## config.mk

```make
export PLATFORM = sky130hd
export DESIGN_NAME = alu_sequencer_flat
export DESIGN_NICKNAME = d
export VERILOG_FILES = /design/src/rtl/alu_pkg.sv /design/src/rtl/alu_sequencer_if.sv /design/src/rtl/alu_op_decode.sv /design/src/rtl/alu_sequencer.sv /design/src/flat_wrapper.sv
export SDC_FILE = /design/constraint.sdc
export NUM_CORES = 1
export LEC_CHECK = 0
export ABC_AREA = 1
export CAP_MARGIN = 20
export CORE_ASPECT_RATIO = 0.7
export CORE_MARGIN = 2
export CORE_UTILIZATION = 38
export CTS_CLUSTER_SIZE = 25
export DETAILED_ROUTE_END_ITERATION = 10
export PLACE_DENSITY_LB_ADDON = 0.1
export SETUP_SLACK_MARGIN = 0.02
export SLEW_MARGIN = 25
export SYNTH_ARGS = -nofsm -noshare
export SYNTH_HDL_FRONTEND = slang
export SYNTH_SLANG_ARGS = --single-unit
```

## constraint.sdc

```tcl
create_clock -name i_clk -period 1.7 [get_ports i_clk]
set_clock_uncertainty 0.15 [all_clocks]
set_input_delay 0.34 -clock i_clk [delete_from_list [all_inputs] [get_ports i_clk]]
set_output_delay 0.34 -clock i_clk [all_outputs]
set_load 0.1 [all_outputs]
```

## src/rtl/alu_pkg.sv

```systemverilog
// Shared definitions for the ALU sequencer.
// Contents: opcode encodings, one-hot ALU control bit indices, FSM state
// encoding, settle-window select and a one-hot helper.
package alu_pkg;

   localparam int unsigned OP_W   = 5;
   localparam int unsigned CTRL_W = 13;

   localparam logic [OP_W-1:0] OP_ADD  = 5'b00011;
   localparam logic [OP_W-1:0] OP_SUB  = 5'b00100;
   localparam logic [OP_W-1:0] OP_AND  = 5'b00101;
   localparam logic [OP_W-1:0] OP_OR   = 5'b00110;
   localparam logic [OP_W-1:0] OP_ROR  = 5'b00111;
   localparam logic [OP_W-1:0] OP_ROL  = 5'b01000;
   localparam logic [OP_W-1:0] OP_SHR  = 5'b01001;
   localparam logic [OP_W-1:0] OP_SHRA = 5'b01010;
   localparam logic [OP_W-1:0] OP_SHL  = 5'b01011;
   localparam logic [OP_W-1:0] OP_MUL  = 5'b01111;
   localparam logic [OP_W-1:0] OP_DIV  = 5'b10000;
   localparam logic [OP_W-1:0] OP_NEG  = 5'b10001;
   localparam logic [OP_W-1:0] OP_NOT  = 5'b10010;

   localparam int unsigned CTRL_AND  = 0;
   localparam int unsigned CTRL_OR   = 1;
   localparam int unsigned CTRL_ADD  = 2;
   localparam int unsigned CTRL_SUB  = 3;
   localparam int unsigned CTRL_MUL  = 4;
   localparam int unsigned CTRL_DIV  = 5;
   localparam int unsigned CTRL_SHR  = 6;
   localparam int unsigned CTRL_SHRA = 7;
   localparam int unsigned CTRL_SHL  = 8;
   localparam int unsigned CTRL_ROR  = 9;
   localparam int unsigned CTRL_ROL  = 10;
   localparam int unsigned CTRL_NEG  = 11;
   localparam int unsigned CTRL_NOT  = 12;

   typedef enum logic [1:0] {StIdle, StExec, StDone} state_t;

   // Which settle window an accepted op uses.
   typedef enum logic [1:0] {WaitAlu, WaitMul, WaitDiv} wait_sel_t;

   function automatic logic [CTRL_W-1:0] ctrl_onehot(input int unsigned idx);
      return CTRL_W'(1) << idx;
   endfunction

endpackage

```

## src/rtl/alu_sequencer_if.sv

```systemverilog
// Bus bundle between the control unit / ALU side and the sequencer.
// Signals: start/opcode/op_a/op_b request, busy/done/err/div_zero status,
// alu_a/alu_b/alu_ctrl drive to the ALU, alu_c result back, z_hi/z_lo captured.
// Modports: master = control unit + ALU side, slave = sequencer.
interface alu_sequencer_if;
   import alu_pkg::*;

   logic              start;
   logic [OP_W-1:0]   opcode;
   logic [31:0]       op_a;
   logic [31:0]       op_b;
   logic              busy;
   logic              done;
   logic              err;
   logic              div_zero;
   logic [31:0]       alu_a;
   logic [31:0]       alu_b;
   logic [CTRL_W-1:0] alu_ctrl;
   logic [63:0]       alu_c;
   logic [31:0]       z_hi;
   logic [31:0]       z_lo;

   modport master (
      output start, opcode, op_a, op_b, alu_c,
      input  busy, done, err, div_zero, alu_a, alu_b, alu_ctrl, z_hi, z_lo
   );

   modport slave (
      input  start, opcode, op_a, op_b, alu_c,
      output busy, done, err, div_zero, alu_a, alu_b, alu_ctrl, z_hi, z_lo
   );

endinterface

```

## src/rtl/alu_op_decode.sv

```systemverilog
// Combinational opcode decoder.
// Ports: i_opcode (5) in; o_ctrl (13) one-hot ALU control; o_legal high for a
// known opcode; o_wait_sel picks the settle window (ALU/MUL/DIV).
module alu_op_decode
   import alu_pkg::*;
(
   input  logic [OP_W-1:0]   i_opcode,
   output logic [CTRL_W-1:0] o_ctrl,
   output logic              o_legal,
   output wait_sel_t         o_wait_sel
);

   always_comb begin
      o_ctrl     = '0;
      o_legal    = 1'b1;
      o_wait_sel = WaitAlu;
      case (i_opcode)
         OP_AND:  o_ctrl = ctrl_onehot(CTRL_AND);
         OP_OR:   o_ctrl = ctrl_onehot(CTRL_OR);
         OP_ADD:  o_ctrl = ctrl_onehot(CTRL_ADD);
         OP_SUB:  o_ctrl = ctrl_onehot(CTRL_SUB);
         OP_SHR:  o_ctrl = ctrl_onehot(CTRL_SHR);
         OP_SHRA: o_ctrl = ctrl_onehot(CTRL_SHRA);
         OP_SHL:  o_ctrl = ctrl_onehot(CTRL_SHL);
         OP_ROR:  o_ctrl = ctrl_onehot(CTRL_ROR);
         OP_ROL:  o_ctrl = ctrl_onehot(CTRL_ROL);
         OP_NEG:  o_ctrl = ctrl_onehot(CTRL_NEG);
         OP_NOT:  o_ctrl = ctrl_onehot(CTRL_NOT);
         OP_MUL: begin
            o_ctrl     = ctrl_onehot(CTRL_MUL);
            o_wait_sel = WaitMul;
         end
         OP_DIV: begin
            o_ctrl     = ctrl_onehot(CTRL_DIV);
            o_wait_sel = WaitDiv;
         end
         default: o_legal = 1'b0;
      endcase
   end

endmodule

```

## src/rtl/alu_sequencer.sv

```systemverilog
// ALU sequencer: accepts an op on start, drives the ALU with frozen operands and
// one-hot control for the op's settle window, then captures the 64-bit result.
// Ports: i_clk, i_reset_n (async, active-low); bus (slave modport) carries the
// request, status, ALU drive/result and the captured z_hi/z_lo.
module alu_sequencer
   import alu_pkg::*;
#(
   parameter int unsigned ALU_CYCLES = 1,
   parameter int unsigned MUL_CYCLES = 4,
   parameter int unsigned DIV_CYCLES = 8
) (
   input  logic            i_clk,
   input  logic            i_reset_n,
   alu_sequencer_if.slave  bus
);

   localparam int unsigned MAX_CYC_AM = (ALU_CYCLES > MUL_CYCLES) ? ALU_CYCLES : MUL_CYCLES;
   localparam int unsigned MAX_CYC    = (MAX_CYC_AM > DIV_CYCLES) ? MAX_CYC_AM : DIV_CYCLES;
   // Counter only ever holds W-1.
   localparam int unsigned CNT_W      = (MAX_CYC > 1) ? $clog2(MAX_CYC) : 1;

   state_t            r_state, w_state_d;
   logic [CNT_W-1:0]  r_cnt, w_cnt_d;
   logic [31:0]       r_alu_a, w_alu_a_d;
   logic [31:0]       r_alu_b, w_alu_b_d;
   logic [CTRL_W-1:0] r_ctrl, w_ctrl_d;
   logic              r_busy, w_busy_d;
   logic              r_done, w_done_d;
   logic              r_err, w_err_d;
   logic              r_div_zero, w_div_zero_d;
   logic [63:0]       r_z, w_z_d;

   logic [CTRL_W-1:0] w_dec_ctrl;
   logic              w_dec_legal;
   wait_sel_t         w_dec_wait;
   logic [CNT_W-1:0]  w_wait_cnt;

   alu_op_decode u_op_decode (
      .i_opcode   (bus.opcode),
      .o_ctrl     (w_dec_ctrl),
      .o_legal    (w_dec_legal),
      .o_wait_sel (w_dec_wait)
   );

   always_comb begin
      case (w_dec_wait)
         WaitMul: w_wait_cnt = CNT_W'(MUL_CYCLES - 1);
         WaitDiv: w_wait_cnt = CNT_W'(DIV_CYCLES - 1);
         default: w_wait_cnt = CNT_W'(ALU_CYCLES - 1);
      endcase
   end

   always_comb begin
      w_state_d    = r_state;
      w_cnt_d      = r_cnt;
      w_alu_a_d    = r_alu_a;
      w_alu_b_d    = r_alu_b;
      w_ctrl_d     = r_ctrl;
      w_busy_d     = r_busy;
      w_done_d     = 1'b0;
      w_err_d      = 1'b0;
      w_div_zero_d = 1'b0;
      w_z_d        = r_z;
      case (r_state)
         StIdle: begin
            if (bus.start) begin
               if (!w_dec_legal) begin
                  w_err_d   = 1'b1;
                  w_done_d  = 1'b1;
                  w_state_d = StDone;
               end else if (w_dec_wait == WaitDiv && bus.op_b == '0) begin
                  w_div_zero_d = 1'b1;
                  w_done_d     = 1'b1;
                  w_state_d    = StDone;
               end else begin
                  w_alu_a_d = bus.op_a;
                  w_alu_b_d = bus.op_b;
                  w_ctrl_d  = w_dec_ctrl;
                  w_cnt_d   = w_wait_cnt;
                  w_busy_d  = 1'b1;
                  w_state_d = StExec;
               end
            end
         end
         StExec: begin
            if (r_cnt == '0) begin
               w_z_d     = bus.alu_c;
               w_ctrl_d  = '0;
               w_busy_d  = 1'b0;
               w_done_d  = 1'b1;
               w_state_d = StIdle;
            end else begin
               w_cnt_d = r_cnt - CNT_W'(1);
            end
         end
         StDone:  w_state_d = StIdle;
         default: w_state_d = StIdle;
      endcase
   end

   always_ff @(posedge i_clk or negedge i_reset_n) begin
      if (!i_reset_n) begin
         r_state    <= StIdle;
         r_cnt      <= '0;
         r_alu_a    <= '0;
         r_alu_b    <= '0;
         r_ctrl     <= '0;
         r_busy     <= 1'b0;
         r_done     <= 1'b0;
         r_err      <= 1'b0;
         r_div_zero <= 1'b0;
         r_z        <= '0;
      end else begin
         r_state    <= w_state_d;
         r_cnt      <= w_cnt_d;
         r_alu_a    <= w_alu_a_d;
         r_alu_b    <= w_alu_b_d;
         r_ctrl     <= w_ctrl_d;
         r_busy     <= w_busy_d;
         r_done     <= w_done_d;
         r_err      <= w_err_d;
         r_div_zero <= w_div_zero_d;
         r_z        <= w_z_d;
      end
   end

   assign bus.busy     = r_busy;
   assign bus.done     = r_done;
   assign bus.err      = r_err;
   assign bus.div_zero = r_div_zero;
   assign bus.alu_a    = r_alu_a;
   assign bus.alu_b    = r_alu_b;
   assign bus.alu_ctrl = r_ctrl;
   assign bus.z_hi     = r_z[63:32];
   assign bus.z_lo     = r_z[31:0];

endmodule

```

## src/flat_wrapper.sv

```systemverilog
// flat-port wrapper written by rule: the top's interface ports become plain ports
module alu_sequencer_flat import alu_pkg::*;
#(
   parameter int unsigned ALU_CYCLES = 1,
   parameter int unsigned MUL_CYCLES = 4,
   parameter int unsigned DIV_CYCLES = 8
)
  (i_clk, i_reset_n, bus_start, bus_opcode, bus_op_a, bus_op_b, bus_alu_c, bus_busy, bus_done, bus_err, bus_div_zero, bus_alu_a, bus_alu_b, bus_alu_ctrl, bus_z_hi, bus_z_lo);
  alu_sequencer_if bus_i ();
  input  logic i_clk;
  input  logic i_reset_n;
  input wire logic [$bits(bus_i.start)-1:0] bus_start;
  input wire logic [$bits(bus_i.opcode)-1:0] bus_opcode;
  input wire logic [$bits(bus_i.op_a)-1:0] bus_op_a;
  input wire logic [$bits(bus_i.op_b)-1:0] bus_op_b;
  input wire logic [$bits(bus_i.alu_c)-1:0] bus_alu_c;
  output wire logic [$bits(bus_i.busy)-1:0] bus_busy;
  output wire logic [$bits(bus_i.done)-1:0] bus_done;
  output wire logic [$bits(bus_i.err)-1:0] bus_err;
  output wire logic [$bits(bus_i.div_zero)-1:0] bus_div_zero;
  output wire logic [$bits(bus_i.alu_a)-1:0] bus_alu_a;
  output wire logic [$bits(bus_i.alu_b)-1:0] bus_alu_b;
  output wire logic [$bits(bus_i.alu_ctrl)-1:0] bus_alu_ctrl;
  output wire logic [$bits(bus_i.z_hi)-1:0] bus_z_hi;
  output wire logic [$bits(bus_i.z_lo)-1:0] bus_z_lo;
  assign bus_i.start = bus_start;
  assign bus_i.opcode = bus_opcode;
  assign bus_i.op_a = bus_op_a;
  assign bus_i.op_b = bus_op_b;
  assign bus_i.alu_c = bus_alu_c;
  assign bus_busy = bus_i.busy;
  assign bus_done = bus_i.done;
  assign bus_err = bus_i.err;
  assign bus_div_zero = bus_i.div_zero;
  assign bus_alu_a = bus_i.alu_a;
  assign bus_alu_b = bus_i.alu_b;
  assign bus_alu_ctrl = bus_i.alu_ctrl;
  assign bus_z_hi = bus_i.z_hi;
  assign bus_z_lo = bus_i.z_lo;
  alu_sequencer #(.ALU_CYCLES(ALU_CYCLES), .MUL_CYCLES(MUL_CYCLES), .DIV_CYCLES(DIV_CYCLES)) u_core (.i_clk(i_clk), .i_reset_n(i_reset_n), .bus(bus_i));
endmodule
```

==> run_summary.xml <==
<?xml version="1.0" encoding="UTF-8"?>
<metrics>
  <group name="run_status">
    <metric name="run_status" unit="">finished, violations left</metric>
    <metric name="violations" unit="">negative setup slack</metric>
  </group>
  <group name="grt">
    <metric name="met3_usage" unit="%">7.59</metric>
    <metric name="first_global_vias" unit="">6177</metric>
    <metric name="grt_start_max_net_pins" unit="">42</metric>
  </group>
  <group name="layout">
    <metric name="clock_tree_area_fraction" unit="%">4.71</metric>
    <metric name="layoutNonFillerInstCount" unit="">1227</metric>
    <metric name="mostFrequentLayoutCell" unit="">buf_12</metric>
    <metric name="seq_area" unit="sq mm">0.00375</metric>
    <metric name="num-fill-cells" unit="">985</metric>
    <metric name="comb-cell-share" unit="%">18.3</metric>
    <metric name="antenna_cells_inserted" unit="">0</metric>
    <metric name="buffer_area_share" unit="%">42.6</metric>
    <metric name="area.combinational" unit="sq mm">0.00233</metric>
    <metric name="layout.nets" unit="">1128</metric>
    <metric name="nClkBuffers" unit="">19</metric>
  </group>
  <group name="die">
    <metric name="die_height" unit="um">112</metric>
    <metric name="boundaryPins" unit="">281</metric>
    <metric name="fp-utilization" unit="%">38.8</metric>
  </group>
  <group name="synth">
    <metric name="syn_inst" unit="">611</metric>
    <metric name="synth_area_per_cell" unit="sq um">10.3</metric>
    <metric name="synth_xor_xnor_area_share" unit="%">0</metric>
    <metric name="mux_share" unit="%">11.4</metric>
    <metric name="synth_chip_area" unit="sq mm">0.00632</metric>
    <metric name="synth.distinct_cells" unit="">24</metric>
    <metric name="yosysMostFrequentCell" unit="">dfrtp_1</metric>
    <metric name="and_or_nand_nor_area_share" unit="%">14.7</metric>
    <metric name="async_reset_ff_share" unit="%">100</metric>
  </group>
  <group name="sta">
    <metric name="final_max_slew_viol_count" unit="">0</metric>
    <metric name="unrepaired_setup_endpoints_after_global_routing" unit="">yes</metric>
    <metric name="final_hold_viol_count" unit="">0</metric>
    <metric name="max_slew_margin" unit="%">73.7</metric>
    <metric name="hold_slack" unit="ns">0.0217</metric>
    <metric name="final_critical_path_setup_slack" unit="ns">-0.00519</metric>
    <metric name="setup-violations-final" unit="">1</metric>
  </group>
  <group name="place">
    <metric name="place.gp.congestion" unit="">0.890</metric>
    <metric name="io_buffer_count" unit="">280</metric>
  </group>
  <group name="setup_path">
    <metric name="r2r-start" unit="">u_core.r_cnt[1]</metric>
    <metric name="cp_slowest_cell" unit="">dfrtp_1</metric>
    <metric name="reg_to_reg_end" unit="">u_core.r_z[12]</metric>
    <metric name="worst-path-stages" unit="">8</metric>
    <metric name="timing.critical_path.max_delay_family" unit="">buffers and inverters</metric>
    <metric name="crit_path_max_fanout" unit="">8</metric>
    <metric name="worst_ep_required_time" unit="ns">1.85</metric>
    <metric name="cp_cell_sequence" unit="">inv_2, ha_4, inv_4, nor2_4, nand2_4, buf_6, buf_12, mux2_4</metric>
    <metric name="timing.critical_path.arrival" unit="ns">1.85</metric>
    <metric name="reg2reg_depth" unit="">8</metric>
    <metric name="timing.critical_path.from_type" unit="">flop</metric>
  </group>
  <group name="clocking">
    <metric name="cts.hold.buffers_added" unit="">1</metric>
    <metric name="max-clock-path-buffers" unit="">2</metric>
  </group>
  <group name="flow_run">
    <metric name="log_warnings" unit="">29</metric>
  </group>
  <group name="route">
    <metric name="drt.antenna.violating_nets" unit="">0</metric>
    <metric name="met2_length" unit="um">11400</metric>
  </group>
</metrics>
Fig. 1: the metal 1 layer
Scale: 3 px per um. Supply wires on this layer in grey. Cells faint in the background.
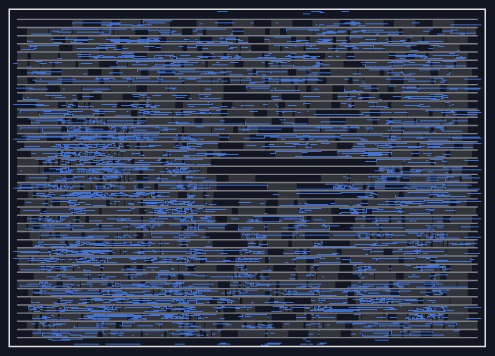
nets with wire on the layer: 988
main direction: horizontal
longest straight run: 41.9 um

Fig. 2: track usage over the die
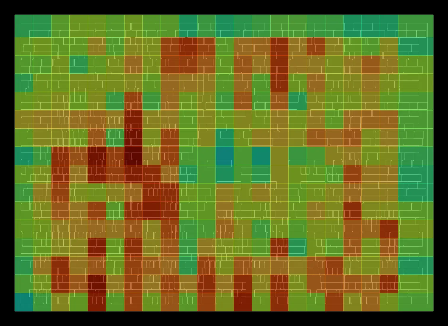
fraction of met1 tracks used by global routing: 28.5%
utilization after layout: 78.0%
global routing usage summed across all routing layers: 24.5%
wire per inst: 17.7 um
met2 Resource Use GR: 43.1%

Fig. 3: M2 wires
Scale: 3 px per um.
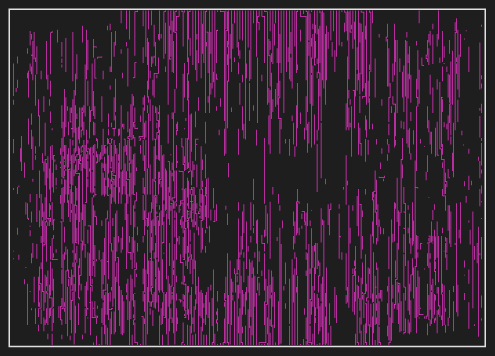
longest straight run: 42.8 um
main direction: vertical

Fig. 4: signal wires on met3
Scale: 4 px per um. Cells faint in the background.
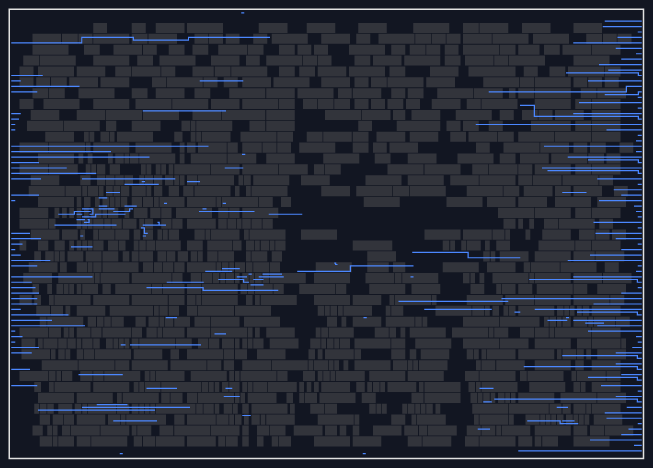
nets with wire on the layer: 173
longest straight run: 49.0 um
share of all routed wire: 8.4%
main direction: horizontal
wire length on this layer: 1820 um
post-detailed-routing wire length: 21700 um
vias after detailed routing: 5853

Fig. 5: M4 wires
Scale: 2 px per um. Supply wires on this layer in grey. Cells faint in the background.
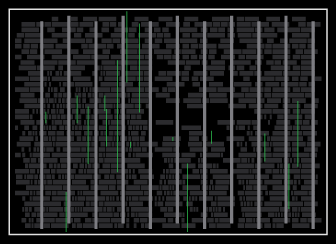
nets with wire on the layer: 13
main direction: vertical
wire length on this layer: 342 um

